Fig. 1: run 1, signal wires by layer
(1.5 px per micron) Only two layers are drawn.
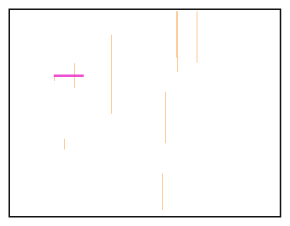
Fig. 2: run 1, I/O pins on the die edge
(2 px per micron) Pins as bars across the die edge, other pins in gray.
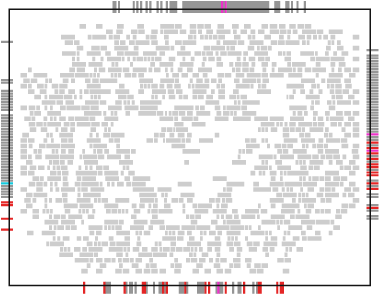
Fig. 3: run 1, signal wires on met4
(2 px per micron)
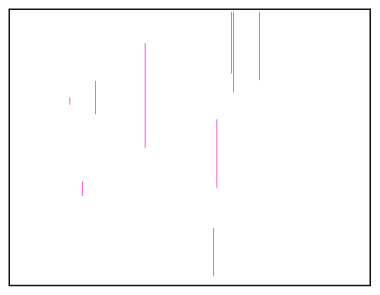
==> config.mk <==
export PLATFORM = sky130hd
export DESIGN_NAME = ex_mem_stage
export DESIGN_NICKNAME = d
export VERILOG_FILES = /design/src/rtl/ex_mem_stage.sv
export SDC_FILE = /design/constraint.sdc
export NUM_CORES = 1
export LEC_CHECK = 0
export CELL_PAD_IN_SITES_DETAIL_PLACEMENT = 0
export CELL_PAD_IN_SITES_GLOBAL_PLACEMENT = 1
export CORE_ASPECT_RATIO = 0.75
export CORE_MARGIN = 5
export CORE_UTILIZATION = 39
export CTS_CLUSTER_SIZE = 16
export DETAILED_ROUTE_END_ITERATION = 10
export PLACE_DENSITY = 0.87
export SYNTH_ARGS = -nofsm -noshare
export SYNTH_HDL_FRONTEND = slang
export SYNTH_SLANG_ARGS = --single-unit
==> constraint.sdc <==
create_clock -name clk -period 3.4 [get_ports clk]
set_input_delay 0.68 -clock clk [delete_from_list [all_inputs] [get_ports clk]]
set_output_delay 0.68 -clock clk [all_outputs]
set_load 0.02 [all_outputs]
==> src/rtl/ex_mem_stage.sv <==
// rtl/ex_mem_stage.sv - EX/MEM pipeline stage with two-entry skid buffer and branch redirect
// Optional forwarding outputs enabled by defining EX_MEM_FWD_EN.

`ifndef WORD_SIZE
`define WORD_SIZE 32
`endif

module ex_mem_stage #(
    parameter int WIDTH = `WORD_SIZE,
    parameter int REG_W = 5
) (
    input  logic             clk,
    input  logic             reset,
    input  logic             in_valid,
    output logic             in_ready,
    input  logic [WIDTH-1:0] alu_out,
    input  logic             alu_zero,
    input  logic [WIDTH-1:0] store_data,
    input  logic [REG_W-1:0] dest_reg,
    input  logic             reg_write,
    input  logic             mem_read,
    input  logic             mem_write,
    input  logic             branch_eq,
    input  logic             branch_ne,
    input  logic [WIDTH-1:0] branch_target,
    input  logic             flush,
    output logic             out_valid,
    input  logic             out_ready,
    output logic [WIDTH-1:0] out_result,
    output logic [WIDTH-1:0] out_store_data,
    output logic [REG_W-1:0] out_dest_reg,
    output logic             out_reg_write,
    output logic             out_mem_read,
    output logic             out_mem_write,
`ifdef EX_MEM_FWD_EN
    output logic             fwd_valid,
    output logic [REG_W-1:0] fwd_reg,
    output logic [WIDTH-1:0] fwd_data,
`endif
    output logic             pc_src,
    output logic [WIDTH-1:0] pc_target
);

    typedef enum logic [1:0] {
        EMPTY = 2'd0,
        ONE   = 2'd1,
        TWO   = 2'd2
    } state_t;

    typedef struct packed {
        logic [WIDTH-1:0] result;
        logic [WIDTH-1:0] store_data;
        logic [REG_W-1:0] dest_reg;
        logic             reg_write;
        logic             mem_read;
        logic             mem_write;
    } entry_t;

    state_t           state_q, state_d;
    entry_t           head_q, head_d;
    entry_t           skid_q, skid_d;
    entry_t           in_entry;
    logic             pc_src_q, pc_src_d;
    logic [WIDTH-1:0] pc_target_q, pc_target_d;
    logic             push;
    logic             pop;
    logic             taken;

    // Ready depends only on registered occupancy, never on out_ready.
    assign in_ready  = (state_q != TWO);
    assign out_valid = (state_q != EMPTY);

    assign push  = in_valid && in_ready && !flush;
    assign pop   = out_valid && out_ready;
    assign taken = push && ((branch_eq && alu_zero) || (branch_ne && !alu_zero));

    always_comb begin
        in_entry            = '0;
        in_entry.result     = alu_out;
        in_entry.store_data = store_data;
        in_entry.dest_reg   = dest_reg;
        in_entry.reg_write  = reg_write;
        in_entry.mem_read   = mem_read;
        in_entry.mem_write  = mem_write;
    end

    always_comb begin
        state_d = state_q;
        head_d  = head_q;
        skid_d  = skid_q;
        case (state_q)
            EMPTY: begin
                if (push) begin
                    head_d  = in_entry;
                    state_d = ONE;
                end
            end
            ONE: begin
                if (push && pop) begin
                    head_d = in_entry;
                end else if (push) begin
                    skid_d  = in_entry;
                    state_d = TWO;
                end else if (pop) begin
                    state_d = EMPTY;
                end
            end
            TWO: begin
                if (pop) begin
                    head_d  = skid_q;
                    state_d = ONE;
                end
            end
            default: state_d = EMPTY;
        endcase
        // Flush wins over any push/pop; control bits are killed so nothing can retire.
        if (flush) begin
            state_d          = EMPTY;
            head_d.reg_write = 1'b0;
            head_d.mem_read  = 1'b0;
            head_d.mem_write = 1'b0;
            skid_d.reg_write = 1'b0;
            skid_d.mem_read  = 1'b0;
            skid_d.mem_write = 1'b0;
        end
    end

    always_comb begin
        pc_src_d    = taken;
        pc_target_d = taken ? branch_target : pc_target_q;
    end

    always_ff @(posedge clk) begin
        if (reset) begin
            state_q     <= EMPTY;
            head_q      <= '0;
            skid_q      <= '0;
            pc_src_q    <= 1'b0;
            pc_target_q <= '0;
        end else begin
            state_q     <= state_d;
            head_q      <= head_d;
            skid_q      <= skid_d;
            pc_src_q    <= pc_src_d;
            pc_target_q <= pc_target_d;
        end
    end

    // Fields read as zero whenever the buffer holds nothing.
    assign out_result     = out_valid ? head_q.result     : '0;
    assign out_store_data = out_valid ? head_q.store_data : '0;
    assign out_dest_reg   = out_valid ? head_q.dest_reg   : '0;
    assign out_reg_write  = out_valid && head_q.reg_write;
    assign out_mem_read   = out_valid && head_q.mem_read;
    assign out_mem_write  = out_valid && head_q.mem_write;

    assign pc_src    = pc_src_q;
    assign pc_target = pc_target_q;

`ifdef EX_MEM_FWD_EN
    assign fwd_valid = out_valid && out_reg_write && (out_dest_reg != '0);
    assign fwd_reg   = out_dest_reg;
    assign fwd_data  = out_result;
`endif

endmodule

==> GITHUB_STEP_SUMMARY, run 1 <==
### Yosys + OpenROAD results

| Metric | Value |
|---|---|
| Tool Warnings | 30 |
| Chip Height | 137 microns |
| Maximum clock rate | 324 MHz |
| WL/cell | 19.6 microns |
| Crit. End Element | output port |
| Global routing met3 resource utilization | 0.0454 |
| Fillers | 1911 |
| Vias per inst | 5.86 |
| Critical Path AT | 2.41 ns |
| Ant. Diodes | 0 |
| Worst hold margin | 0.469 ns |
| H-tree depth | 4 |
| Dpl ws | 0.551 ns |
| Share of cells above drive strength 1 | 0.0728 |
| GRT Residual Overflow | 0 |
| Worst setup path class | reg2out |
| Internal reg-to-reg setup slack | 0.90 ns |
| Routed wl met3 | 1.70 mm |
| Internal | 3.79 mW |
| CTS Buf Count | 17 |
| Clock period minus worst slack | 3.09 ns |
| Final Cycle Share | 0.907 |
| Comb pwr share | 0.119 |
| DP HPWL | 15.3 mm |
| Cells along the critical path | or2_2 > buf_4 > and2_1 > clkdlybuf4s50_1 |
| Residual DRC count | 0 |
| Mapped Area | 0.00843 sq mm |
| Die area | 0.0247 sq mm |
| Met2 WL | 12.2 mm |
| YS warnings | 0 |
| CP delay by family, top | buffers and inverters |
| Least-Margin Pin Slew | 1.08 ns |
| Crit path buffers/inverters | 2 |
| Crit-path max cell delay | 0.61 ns |
| Max cap viols | 0 |
| Core Rows | 46 |
| Yosys cell count | 931 |
| Dominant cell area share | 0.425 |
| Synthesis-to-finish area growth | 33.9% |
| Synth top cells by count | dfxtp_1, a21oi_1, clkbuf_1 |
| Dominant logic cell types in the final layout | clkdlybuf4s50_1, dfxtp_1, a21oi_1 |
| Core footprint | 0.0212 sq mm |
| DR top layer | met5 |
| Seq/Total Area, Yosys | 0.425 |
| Yosys top cell by instances | dfxtp_1 |
| # Post-CTS Setup Buffers | 0 |
| Detailed Routing Iterations Pass 1 | 5 |
| Leakage power | 4.15 nW |
| Late-Pin Clk Latency | 0.42 ns |
| Hold Buf Count CTS | 0 |
| Largest net degree at the start of global routing | 106 |
| CTS tree | yes |
| Antenna Nets Post-Route | 0 |
| Synth Instances | 931 |
| Fin nets | 1171 |
| Post-synth cell types | 33 |
| Die width | 180 microns |
| Clk pwr share | 0.437 |
| Clock root buffer | clkbuf_16 |
| GR Util met2 | 0.329 |
| Reg power frac | 0.444 |
| Maximum vdd drop | 0.277 mV |
| Post-layout util | 0.532 |
| Setup TNS Final | 0 ns |
| Fin. max-slew vios | 0 |
| Top cells by area | dfxtp_1, mux2i_1, a311oi_1, a21oi_1, a211oi_1 |
| Most common logic cell in the routed design | clkdlybuf4s50_1 |
| Initial DRC Count | 712 |
| Initial Utilization | 0.397 |
| Avg Cell Area, Syn | 9.06 sq um |
| Yosys Chip Area | 0.00843 sq mm |
| CTS Buffer Depth | 2 |
| Switching Share | 0.243 |
| Overall routing resource usage | 0.206 |
| Crit-path slowest cell | clkdlybuf4s50_1 |
| Run status | finished clean |
| Port bufs | 218 |
| Worst-path clk slew | 0.07 ns |
| DR vias | 7970 |
| First-pass GRT wire length | 42.3 mm |
| Main flop type | dfxtp_1 |
| Hold WC Path Type | reg2reg |
| Critical Path Fanout Max | 19 |
| Post-synthesis register bit count | 179 |
| Worst slew margin | 0.278 |
| CTS resizes | 0 |
| RSZ-0062 raised after global routing | no |
| IO Pins | 219 |
| DRT met1 WL | 12.5 mm |
Notes on Fig. 1 above:
metal 5: in magenta, wire length 18.4 microns. metal 4: in orange, wire length 241 microns.

Notes on Fig. 2 above:
out_valid: in cyan, pins 1, direction output, edge west. alu_out: in red, pins 32, direction input, edge 17 south, 11 east, 4 west. out_dest_reg: in magenta, pins 5, direction output, edge 2 east, 2 north, 1 south.
All pins by edge: 70 north, 57 east, 46 west, 46 south.

Notes on Fig. 3 above:
The layer carries 241 microns of wire. The layer holds 0.90% of the routed length. The longest straight run is 52.4 microns.

-- run 1: area by class of cell --
class	count	area (sq um)	share of cell area
well taps	288	360	0.0319
repair buffers	238	2400	0.212
inverters	2	12.5	0.00111
multi-input cells	621	4290	0.380
clock inverters	14	223	0.0197
flip-flops and latches	179	3580	0.317
clock buffers	18	429	0.0380
-- run 1: cell families (layout without fill, tap and decap cells) --
group / count (synthesis) / in the layout / synth area share
compound gates: 356 / 356 / 0.283
mux: 75 / 75 / 0.0892
simple gates: 190 / 190 / 0.131
flops: 179 / 179 / 0.425
buf+inv: 131 / 272 / 0.0719
-- run 1: per-stage QoR --
stage               instance area (sq um)  power [mW]
floorplan                            8430        2.58
global placement                    10600        2.86
detailed placement                  10600        2.87
CTS                                 11300        5.05
global route                        11300        5.19
finish                              11300        5.01
-- run 1: worst paths after layout --
path | startpoint | end | depth (start not counted)
worst max-delay path | state_q[0]$_SDFFE_PP0P_ | out_store_data[24] | 4
worst min-delay path | pc_target[11]$_SDFFE_PP0P_ | pc_target[11]$_SDFFE_PP0P_ | 2
worst max register to register | state_q[1]$_SDFFE_PP0P_ | head_q[20]$_SDFFE_PP0P_ | 6
worst min register to register | pc_target[11]$_SDFFE_PP0P_ | pc_target[11]$_SDFFE_PP0P_ | 2
-- run 1: power by group through the flow --
stage / Clock, mW / Combinational, mW / Sequential [mW]
2_1_floorplan: 0 / 0.309 / 2.27
3_3_place_gp: 0 / 0.590 / 2.27
3_5_place_dp: 0 / 0.596 / 2.27
4_1_cts: 2.23 / 0.598 / 2.22
5_1_grt: 2.32 / 0.645 / 2.23
6_report: 2.19 / 0.598 / 2.22
-- run 1: worst register-to-register path, delay by kind of cell (launching register included) --
family          cells  cell delay [ns]
buf+inv             3             0.86
simple gates        1             0.36
compound gates      1             0.11
flops               1             0.32
mux                 1             0.70
==> inputs of run 2 (changes only) <==
Settings changed: CTS_CLUSTER_SIZE 16 to 8.
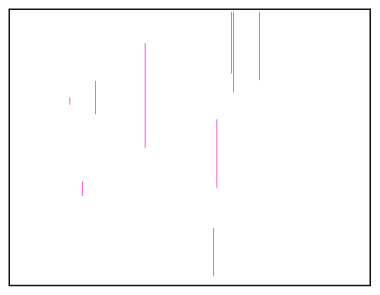
Fig. 4. Signal wires on met4 (run 2).
(2 px per micron)
The layer holds 0.90% of the routed length. The layer carries 241 microns of wire.

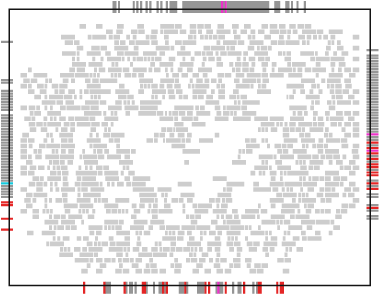
Fig. 5. I/O pins on the die edge (run 2).
(2 px per micron) Pins as bars across the die edge, other pins in gray.
out_valid: in cyan, pins 1, direction output, edge west. out_dest_reg: in magenta, pins 5, direction output, edge 2 east, 2 north, 1 south. alu_out: in red, pins 32, direction input, edge 17 south, 11 east, 4 west.

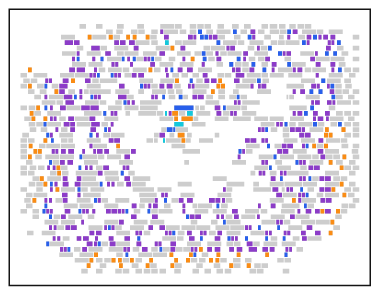
Fig. 6. Selected gate families (run 2).
(2 px per micron)
NAND gates: in blue, cells 108, where all over the die. NOR gates: in cyan, cells 5. inverting AOI/OAI gates: in purple, cells 354, where all over the die. AND and OR gates: in orange, cells 77, where all over the die.

==> GITHUB_STEP_SUMMARY, run 2 <==
### Yosys + OpenROAD results

| Metric | Value |
|---|---|
| Run status | finished clean (unchanged) |
| Global routing met3 resource utilization | 0.0454 (unchanged) |
| # Post-CTS Setup Buffers | 0 (unchanged) |
| Dominant logic cell types in the final layout | clkdlybuf4s50_1, dfxtp_1, a21oi_1 (unchanged) |
| CTS Buffer Depth | 2 (unchanged) |
| CTS tree | yes (unchanged) |
| Mapped Area | 0.00843 sq mm (unchanged) |
| Dpl ws | 0.551 ns (unchanged) |
| Worst hold margin | 0.469 ns (unchanged) |
| Share of cells above drive strength 1 | 0.0728 (unchanged) |
| IO Pins | 219 (unchanged) |
| Port bufs | 218 (unchanged) |
| Synth Instances | 931 (unchanged) |
| Critical Path AT | 2.41 ns (about the same) |
| Max cap viols | 0 (unchanged) |
| Final instance area | 0.0113 sq mm (unchanged) |
| Overall routing resource usage | 0.206 (unchanged) |
| Vias per inst | 5.86 (unchanged) |
| Synth top cells by count | dfxtp_1, a21oi_1, clkbuf_1 (unchanged) |
| YS warnings | 0 (unchanged) |
| Largest net degree at the start of global routing | 106 (unchanged) |
| WL/cell | 19.6 microns (unchanged) |
| GRT Residual Overflow | 0 (unchanged) |
| Main flop type | dfxtp_1 (unchanged) |
| Crit path buffers/inverters | 2 (unchanged) |
| Initial DRC Count | 712 (unchanged) |
| Maximum vdd drop | 0.277 mV (unchanged) |
| Crit. End Element | output port (unchanged) |
| Clock period minus worst slack | 3.09 ns (unchanged) |
| Chip Height | 137 microns (unchanged) |
| Post-synthesis register bit count | 179 (unchanged) |
| Least-Margin Pin Slew | 1.08 ns (unchanged) |
| CP delay by family, top | buffers and inverters (unchanged) |
| Die area | 0.0247 sq mm (unchanged) |
| GR Util met2 | 0.329 (unchanged) |
| Fillers | 1911 (unchanged) |
| Late-Pin Clk Latency | 0.42 ns (about the same) |
| Leakage power | 4.15 nW (unchanged) |
| Dominant cell area share | 0.425 (unchanged) |
| Most common logic cell in the routed design | clkdlybuf4s50_1 (unchanged) |
| Ant. Diodes | 0 (unchanged) |
| Crit-path max cell delay | 0.61 ns (about the same) |
| Setup TNS Final | 0 ns (unchanged) |
| Core Rows | 46 (unchanged) |
| Maximum clock rate | 324 MHz (unchanged) |
| Cells along the critical path | or2_2 > buf_4 > and2_1 > clkdlybuf4s50_1 (unchanged) |
| Worst setup path class | reg2out (unchanged) |
| Seq/Total Area, Yosys | 0.425 (unchanged) |
| Yosys top cell by instances | dfxtp_1 (unchanged) |
| CTS resizes | 0 (unchanged) |
| Fin nets | 1171 (unchanged) |
| Clock root buffer | clkbuf_16 (unchanged) |
| Antenna Nets Post-Route | 0 (unchanged) |
| DR vias | 7970 (unchanged) |
| First-pass GRT wire length | 42.3 mm (unchanged) |
| CTS Buf Count | 17 (unchanged) |
| Yosys cell count | 931 (unchanged) |
| Yosys Chip Area | 0.00843 sq mm (unchanged) |
| Crit-path slowest cell | clkdlybuf4s50_1 (unchanged) |
| Final Cycle Share | 0.907 (unchanged) |
| H-tree depth | 4 (unchanged) |
==> run 2: cell counts after synthesis <==
Identical to the previous run, type by type.
==> run 2: layout make-up <==
class | count | area [sq um] | share of cell area
inverter | 2 | 12.5 | 0.00111
tap | 288 | 360 | 0.0319
sequential | 179 | 3580 | 0.317
clock buffer | 18 | 429 | 0.0380
clock inverter | 14 | 223 | 0.0197
timing repair buffer | 238 | 2400 | 0.212
multi-input combinational | 621 | 4290 | 0.380
==> run 2: cell families after synthesis <==
kind of cell           after synthesis  synth area share
buffers and inverters              131            0.0719
DFF                                179             0.425
and+or+nand+nor                    190             0.131
muxes                               75            0.0892
AOI/OAI and AO/OA                  356             0.283
==> run 2: tightest hold or removal path: cells and delay by family (launching register included) <==
family	cells	cell delay, ns
AND-OR/OR-AND	2	0.12
flip-flops	1	0.31
==> run 2: report_power, final <==
| group | internal, mW | switching [mW] | leakage [nW] |
|---|---|---|---|
| sequential | 2.18 | 0.0456 | 1.46 |
| clock | 1.32 | 0.869 | 0.312 |
| combinational | 0.294 | 0.304 | 2.38 |
| total | 3.79 | 1.22 | 4.15 |
==> run 2: worst paths after layout <==
kind | startpoint | slack, ns | cells after the start | end
max | state_q[0]$_SDFFE_PP0P_ | 0.31 | 4 | out_store_data[24]
min | pc_target[11]$_SDFFE_PP0P_ | 0.47 | 2 | pc_target[11]$_SDFFE_PP0P_
max reg2reg | state_q[1]$_SDFFE_PP0P_ | 0.90 | 6 | head_q[20]$_SDFFE_PP0P_
min reg2reg | pc_target[11]$_SDFFE_PP0P_ | 0.47 | 2 | pc_target[11]$_SDFFE_PP0P_
==> run 2: per-layer routing <==
layer / up-vias / share of wire
met5: - / 0.00067
met4: 2 / 0.0090
met3: 19 / 0.064
met2: 282 / 0.46
met1: 3886 / 0.47
li1: 3781 / -
Power figures rest on the tool's default switching activity, not on a simulated workload.
